--- config.mk ---
export PLATFORM = sky130hd
export DESIGN_NAME = aes_inv_round_sequencer
export DESIGN_NICKNAME = d
export VERILOG_FILES = /design/src/rtl/aes_dec_defs.sv /design/src/rtl/aes_inv_round_sequencer.sv
export SDC_FILE = /design/constraint.sdc
export NUM_CORES = 1
export LEC_CHECK = 0
export CAP_MARGIN = 20
export CORE_AREA = 2 2 307 309
export CTS_CLUSTER_SIZE = 25
export DETAILED_ROUTE_END_ITERATION = 6
export DIE_AREA = 0 0 309 311
export GPL_TIMING_DRIVEN = 0
export PLACE_DENSITY = 0.38
export REMOVE_ABC_BUFFERS = 1
export SYNTH_ARGS = -nofsm -noshare
export SYNTH_HDL_FRONTEND = slang
export SYNTH_SLANG_ARGS = --single-unit
--- constraint.sdc ---
create_clock -name clk -period 1.65 [get_ports clk]
set_clock_uncertainty 0.1 [all_clocks]
set_input_delay 0.165 -clock clk [delete_from_list [all_inputs] [get_ports clk]]
set_output_delay 0.165 -clock clk [all_outputs]
set_load 0.01 [all_outputs]
--- src/rtl/aes_dec_defs.sv ---
// Shared definitions for the AES-128 decryption path: block width, round count
// and the sequencer state encoding.
package aes_dec_defs;

    localparam int AES_BLOCK_W = 128;
    localparam int AES128_NR   = 10;

    typedef enum logic [1:0] {
        ST_IDLE     = 2'd0,
        ST_KEY_WAIT = 2'd1,
        ST_DONE     = 2'd2
    } seq_state_e;

endpackage

--- src/rtl/aes_inv_round_sequencer.sv ---
// Iterative AES-128 decryption controller: owns the state register and round
// counter, fetches round keys NR..0 and steps the external inverse-round datapath.
module aes_inv_round_sequencer
    import aes_dec_defs::*;
#(
    parameter int NR        = AES128_NR,
    parameter int KEY_IDX_W = 4
) (
    input  logic                   clk,
    input  logic                   rst,
    input  logic                   in_valid,
    output logic                   in_ready,
    input  logic [AES_BLOCK_W-1:0] in_data,
    output logic                   key_req,
    output logic [KEY_IDX_W-1:0]   key_idx,
    input  logic                   key_valid,
    input  logic [AES_BLOCK_W-1:0] key_data,
    output logic [AES_BLOCK_W-1:0] dp_state,
    output logic [AES_BLOCK_W-1:0] dp_key,
    output logic                   dp_last_round,
    input  logic [AES_BLOCK_W-1:0] dp_result,
    output logic                   out_valid,
    input  logic                   out_ready,
    output logic [AES_BLOCK_W-1:0] out_data,
    input  logic                   abort,
    output logic                   busy
);

    localparam logic [KEY_IDX_W-1:0] NR_IDX = KEY_IDX_W'(NR);

    seq_state_e             state;
    logic [AES_BLOCK_W-1:0] state_reg;
    logic [KEY_IDX_W-1:0]   round_cnt;

    assign dp_state      = state_reg;
    assign out_data      = state_reg;
    assign dp_key        = key_data;
    assign dp_last_round = (state == ST_KEY_WAIT) && (round_cnt == '0);

    always_ff @(posedge clk) begin
        if (rst) begin
            state     <= ST_IDLE;
            state_reg <= '0;
            round_cnt <= '0;
            in_ready  <= 1'b1;
            key_req   <= 1'b0;
            key_idx   <= '0;
            out_valid <= 1'b0;
            busy      <= 1'b0;
        end else begin
            case (state)
                ST_IDLE: begin
                    if (in_valid && in_ready) begin
                        state_reg <= in_data;
                        round_cnt <= NR_IDX;
                        key_idx   <= NR_IDX;
                        key_req   <= 1'b1;
                        in_ready  <= 1'b0;
                        busy      <= 1'b1;
                        state     <= ST_KEY_WAIT;
                    end
                end
                ST_KEY_WAIT: begin
                    // abort beats a coincident key_valid: state_reg is left untouched
                    if (abort) begin
                        key_req  <= 1'b0;
                        in_ready <= 1'b1;
                        busy     <= 1'b0;
                        state    <= ST_IDLE;
                    end else if (key_valid) begin
                        if (round_cnt == NR_IDX) begin
                            // first key is a bare AddRoundKey; datapath result unused
                            state_reg <= state_reg ^ key_data;
                            round_cnt <= NR_IDX - 1'b1;
                            key_idx   <= NR_IDX - 1'b1;
                        end else if (round_cnt != '0) begin
                            state_reg <= dp_result;
                            round_cnt <= round_cnt - 1'b1;
                            key_idx   <= round_cnt - 1'b1;
                        end else begin
                            state_reg <= dp_result;
                            key_req   <= 1'b0;
                            out_valid <= 1'b1;
                            state     <= ST_DONE;
                        end
                    end
                end
                ST_DONE: begin
                    if (abort || out_ready) begin
                        out_valid <= 1'b0;
                        in_ready  <= 1'b1;
                        busy      <= 1'b0;
                        state     <= ST_IDLE;
                    end
                end
                default: begin
                    key_req   <= 1'b0;
                    out_valid <= 1'b0;
                    in_ready  <= 1'b1;
                    busy      <= 1'b0;
                    state     <= ST_IDLE;
                end
            endcase
        end
    end

endmodule
==> results.py <==
# Flow results
metrics = {
    "setup_path": {
        "endpoint": "dp_state[34]$_SDFFE_PP0P_",
        "slowest_delay_ns": 0.35,
        "regToRegSetupSlack_ns": -0.29,
        "crit_path_max_fanout": 6,
        "cp-end-kind": "flop",
        "worstPathArrival_ns": 2.25,
        "crit_path_cell_trace": "inv_4 > ha_4 > and3b_4 > buf_12 > buf_16 > buf_12 > buf_16 > nand2_2 > o211ai_1 > a311oi_2",
        "worstSetupPathType": "flop to flop",
        "critical_path.reg2reg.startpoint": "round_cnt[0]$_SDFFE_PP0P_",
        "timing.critical_path.slowest_stage_cell": "sky130_fd_sc_hd__dfxtp_2",
        "reg2regPathDepth": 10,
        "worstSetupStartpointType": "flop",
        "capturing_point_of_the_worst_reg2reg_path": "dp_state[34]$_SDFFE_PP0P_",
        "worst_setup_path_startpoint": "round_cnt[0]$_SDFFE_PP0P_",
        "timing.critical_path.required_ns": 1.96,
    },
    "die": {
        "initial_core_util_pct": 11.65,
        "nWellTaps": 1254,
        "vertical_die_dimension_um": 311,
        "coreArea_um2": 92770,
        "io-pin-count": 783,
        "row_count": 112,
        "die_x_um": 309,
        "dieArea_um2": 96100,
    },
    "synth": {
        "count_of_flip_flops_with_a_built_in_enable_after_synthesis": 0,
        "common_cells": "sky130_fd_sc_hd__buf_4 (271), sky130_fd_sc_hd__nand2_1 (260), sky130_fd_sc_hd__dfxtp_1 (138), sky130_fd_sc_hd__nor2_1 (138)",
        "synthMostInstantiatedCell": "sky130_fd_sc_hd__buf_4",
        "post-synth-top-area-cell": "sky130_fd_sc_hd__dfxtp_1",
        "post_synth_area_from_yosys_stat_um2": 10810,
        "synthesis.area_per_instance_um2": 8.164,
        "yosys.stat.seqShare_pct": 25.56,
        "post_synth_inst_count": 1324,
        "ys_types": 34,
        "post_synthesis_cell_area_um2": 10810,
        "synth-cells-yosys": 1324,
        "ys_dominant_reg_cell": "sky130_fd_sc_hd__dfxtp_1",
        "synth_flop_count": 138,
        "topCellsByArea": "sky130_fd_sc_hd__dfxtp_1 (26%), sky130_fd_sc_hd__buf_4 (19%), sky130_fd_sc_hd__a311oi_2 (12%)",
        "synth_async_sr_flop_share_pct": 0,
        "yosysTopAreaCellShare_pct": 25.56,
        "tally_of_yosys_warning_messages": 0,
    },
    "timing": {
        "hold_viol": 0,
        "relSlewSlack_pct": 48.49,
        "max_freq_mhz": 515.2,
        "setup_violations": 136,
        "report.final.slew_viol_count": 0,
        "setup_tns_ns": -24.73,
        "worstMarginPinSlew_ns": 0.7727,
        "final.period_utilization_pct": 117.6,
        "setup_repair_after_global_routing_missed_its_margin": "yes",
        "setup_slack_ns": -0.2910,
        "min_period_ns": 1.941,
    },
    "clocking": {
        "clock.latency.late_pin_ns": 0.51,
        "cts-root-buf": "sky130_fd_sc_hd__clkbuf_16",
        "path_clk_slew_ns": 0.07,
        "clock-sinks": 138,
        "cts-buffers-inserted": 17,
        "clock_tree.htree_level_count": 4,
        "cts_tree": "built",
        "cts_max_path_buffers": 2,
    },
    "power_and_ir_drop": {
        "switching_share_pct": 36.35,
        "max-vdd-ir-drop_mv": 0.7360,
        "internal-power_w": 0.01021,
        "overall_power_consumption_w": 0.01605,
        "clock_power_share_pct": 26.4,
        "power_leakage_nw": 9.971,
        "power.net_switching_w": 0.005832,
        "power_per_cell_area_nw_per_um2": 734.7,
        "seqPwrFrac_pct": 27.6,
        "comb_power_share_pct": 46.0,
    },
    "drt": {
        "drt_first_pass_iters": 5,
        "drcViolationCount": 0,
        "via_count": 11990,
        "postRouteAntennaNets": 0,
        "route.detailed.wl_per_inst_um": 21.95,
        "first_iter_violations": 538,
        "routed_wl_um": 69490,
        "vias_per_cell": 3.786,
    },
    "finish": {
        "final_net_count": 2290,
        "seq-cell-share_pct": 13.42,
        "comb_share_pct": 27.44,
        "clock_tree_area_fraction_pct": 2.664,
        "layout.area.top_class": "non-clock buffers",
        "footprint_of_the_multi_input_gates_um2": 5993,
        "clock_buffer_count": 24,
        "inverters_excl_clock": 3,
        "nFillCells": 10070,
        "largest_reg_flops": 128,
        "seq_area_um2": 2930,
        "buffer_area_share_pct": 49.19,
        "n_multi_input_combinational_cell": 825,
        "diodes": 3,
        "drive_above_1_share_pct": 24.62,
        "syn2layout_area_growth_pct": 102.0,
        "n_all_buffers": 912,
        "seq_cell_count": 138,
    },
    "global_route": {
        "groute.usage.overall_pct": 13.70,
        "first_global_vias": 12430,
        "global_route_wire_length_before_repair_um": 93860,
        "grt_start_max_net_pins": 78,
        "grt-ovfl-total": 0,
        "grt_antenna_before_repair": 5,
    },
    "min_path": {
        "worst_hold_path_type": "input pin to flop",
        "hold_start": "rst",
        "whs_path_depth": 2,
        "timing.hold.worst_endpoint": "dp_state[33]$_SDFFE_PP0P_",
    },
    "placed_design": {
        "gp_weighted_congestion": 0.7676,
        "io_buf_count": 782,
        "hpwlAfterDp_um": 42570,
    },
    "job": {
        "warnings": 29,
        "max_cap_viol_count": 0,
    },
    "run_status": {
        "status": "complete, but fails checks",
        "failed_checks": "setup timing",
    },
}
critical path: cells and delay by family (launching register included):
kind | cells | cell delay [ns]
buf+inv | 5 | 0.63
simple gates | 2 | 0.26
compound gates | 2 | 0.35
flops | 1 | 0.35
fa+ha+maj | 1 | 0.15
cell usage in the layout, fill, tap and decap left out, types with 3 or more instances in the layout:
cell type	synthesis	routed
sky130_fd_sc_hd__clkdlybuf4s15_1	0	5
sky130_fd_sc_hd__buf_4	271	27
sky130_fd_sc_hd__nand2_2	0	30
sky130_fd_sc_hd__a311oi_2	88	95
sky130_fd_sc_hd__buf_8	0	7
sky130_fd_sc_hd__clkinv_2	0	3
sky130_fd_sc_hd__dfxtp_2	0	101
sky130_fd_sc_hd__a311oi_1	41	34
sky130_fd_sc_hd__dfxtp_4	0	11
sky130_fd_sc_hd__diode_2	0	3
sky130_fd_sc_hd__nand2b_1	5	4
sky130_fd_sc_hd__nor3_1	5	5
sky130_fd_sc_hd__buf_16	0	53
sky130_fd_sc_hd__a21oi_1	7	7
sky130_fd_sc_hd__nand2_4	0	9
sky130_fd_sc_hd__clkdlybuf4s50_1	0	514
sky130_fd_sc_hd__dlymetal6s2s_1	0	165
sky130_fd_sc_hd__nand2_1	260	221
sky130_fd_sc_hd__dlygate4sd2_1	0	91
sky130_fd_sc_hd__clkbuf_16	0	24
sky130_fd_sc_hd__clkbuf_1	37	3
sky130_fd_sc_hd__clkbuf_8	0	4
sky130_fd_sc_hd__nor2_2	0	33
sky130_fd_sc_hd__buf_6	10	11
sky130_fd_sc_hd__buf_12	0	27
sky130_fd_sc_hd__dfxtp_1	138	26
sky130_fd_sc_hd__o211ai_1	128	128
sky130_fd_sc_hd__nor2_1	138	91
sky130_fd_sc_hd__nor2_4	0	14
sky130_fd_sc_hd__xnor2_1	128	128
cell families after synthesis:
kind of cell    share of synthesized area [%]
xor+xnor                                10.37
simple gates                            14.99
fa+ha+maj                              0.3473
mux                                   0.09261
compound gates                          25.47
buf+inv                                 23.17
flops                                   25.56
stage by stage:
stage                     hold WS [ns]  std cells  util, %  worst slack [ns]  cell area, µm²
after global placement          0.3627       3000    19.09            -9.834           17710
after global routing           0.09003       3164    23.54           -0.3474           21830
after CTS                      0.04348       3151    22.62           -0.2632           20980
final                          0.08226       3166    23.54           -0.2910           21840
after floorplan                 0.1329        964        -            -5.437            8315
after detailed placement        0.3888       3015    19.54           -0.9564           18130
metal layers:
metal	part of all wire [%]	routed length, µm	vias up	track usage (%)
met4	2.7	1868	4	4.623
met3	6.6	4612	79	4.128
li1	-	-	5548	-
met5	0.039	27	-	0
met1	40	27670	5836	15.43
met2	51	35300	519	24.29
timing repair:
action	4_1_cts	5_1_grt
gates cloned	49	7
buffers inserted	56	14
resized	309	323
setup endpoints to repair	407	308
hold buffers	0	0
pin swaps	41	61
hold endpoints to repair	0	0
power by group through the flow:
stage	clock network [W]	registers, W	logic, W
finish	0.00424	0.00443	0.00738
global route	0.00454	0.00450	0.00783
CTS	0.00448	0.00440	0.00739
detailed placement	0	0.00443	0.00603
global placement	0	0.00429	0.00585
floorplan	0	0.00462	0.00210
### Where the registers sit

Scale: 1.5 px per µm.
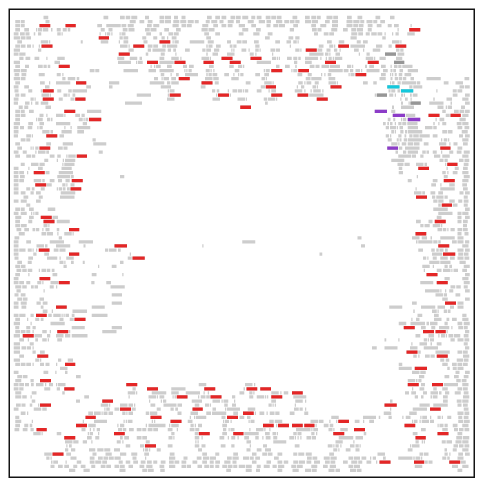
[`dp_state`] red | flops: 128 | where: spread over the die
[`round_cnt`] purple | flops: 4 | where: top right
[`state`] cyan | flops: 2

### Routing congestion map

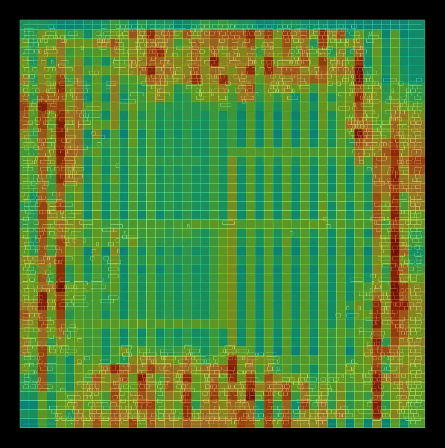
met3 GRT Util: 4.128%
Post-Route Utilization: 23.54%
GR peak layer: met2
GR met1 Demand/Resource: 15.43%

Power and IR drop assume default switching activity.
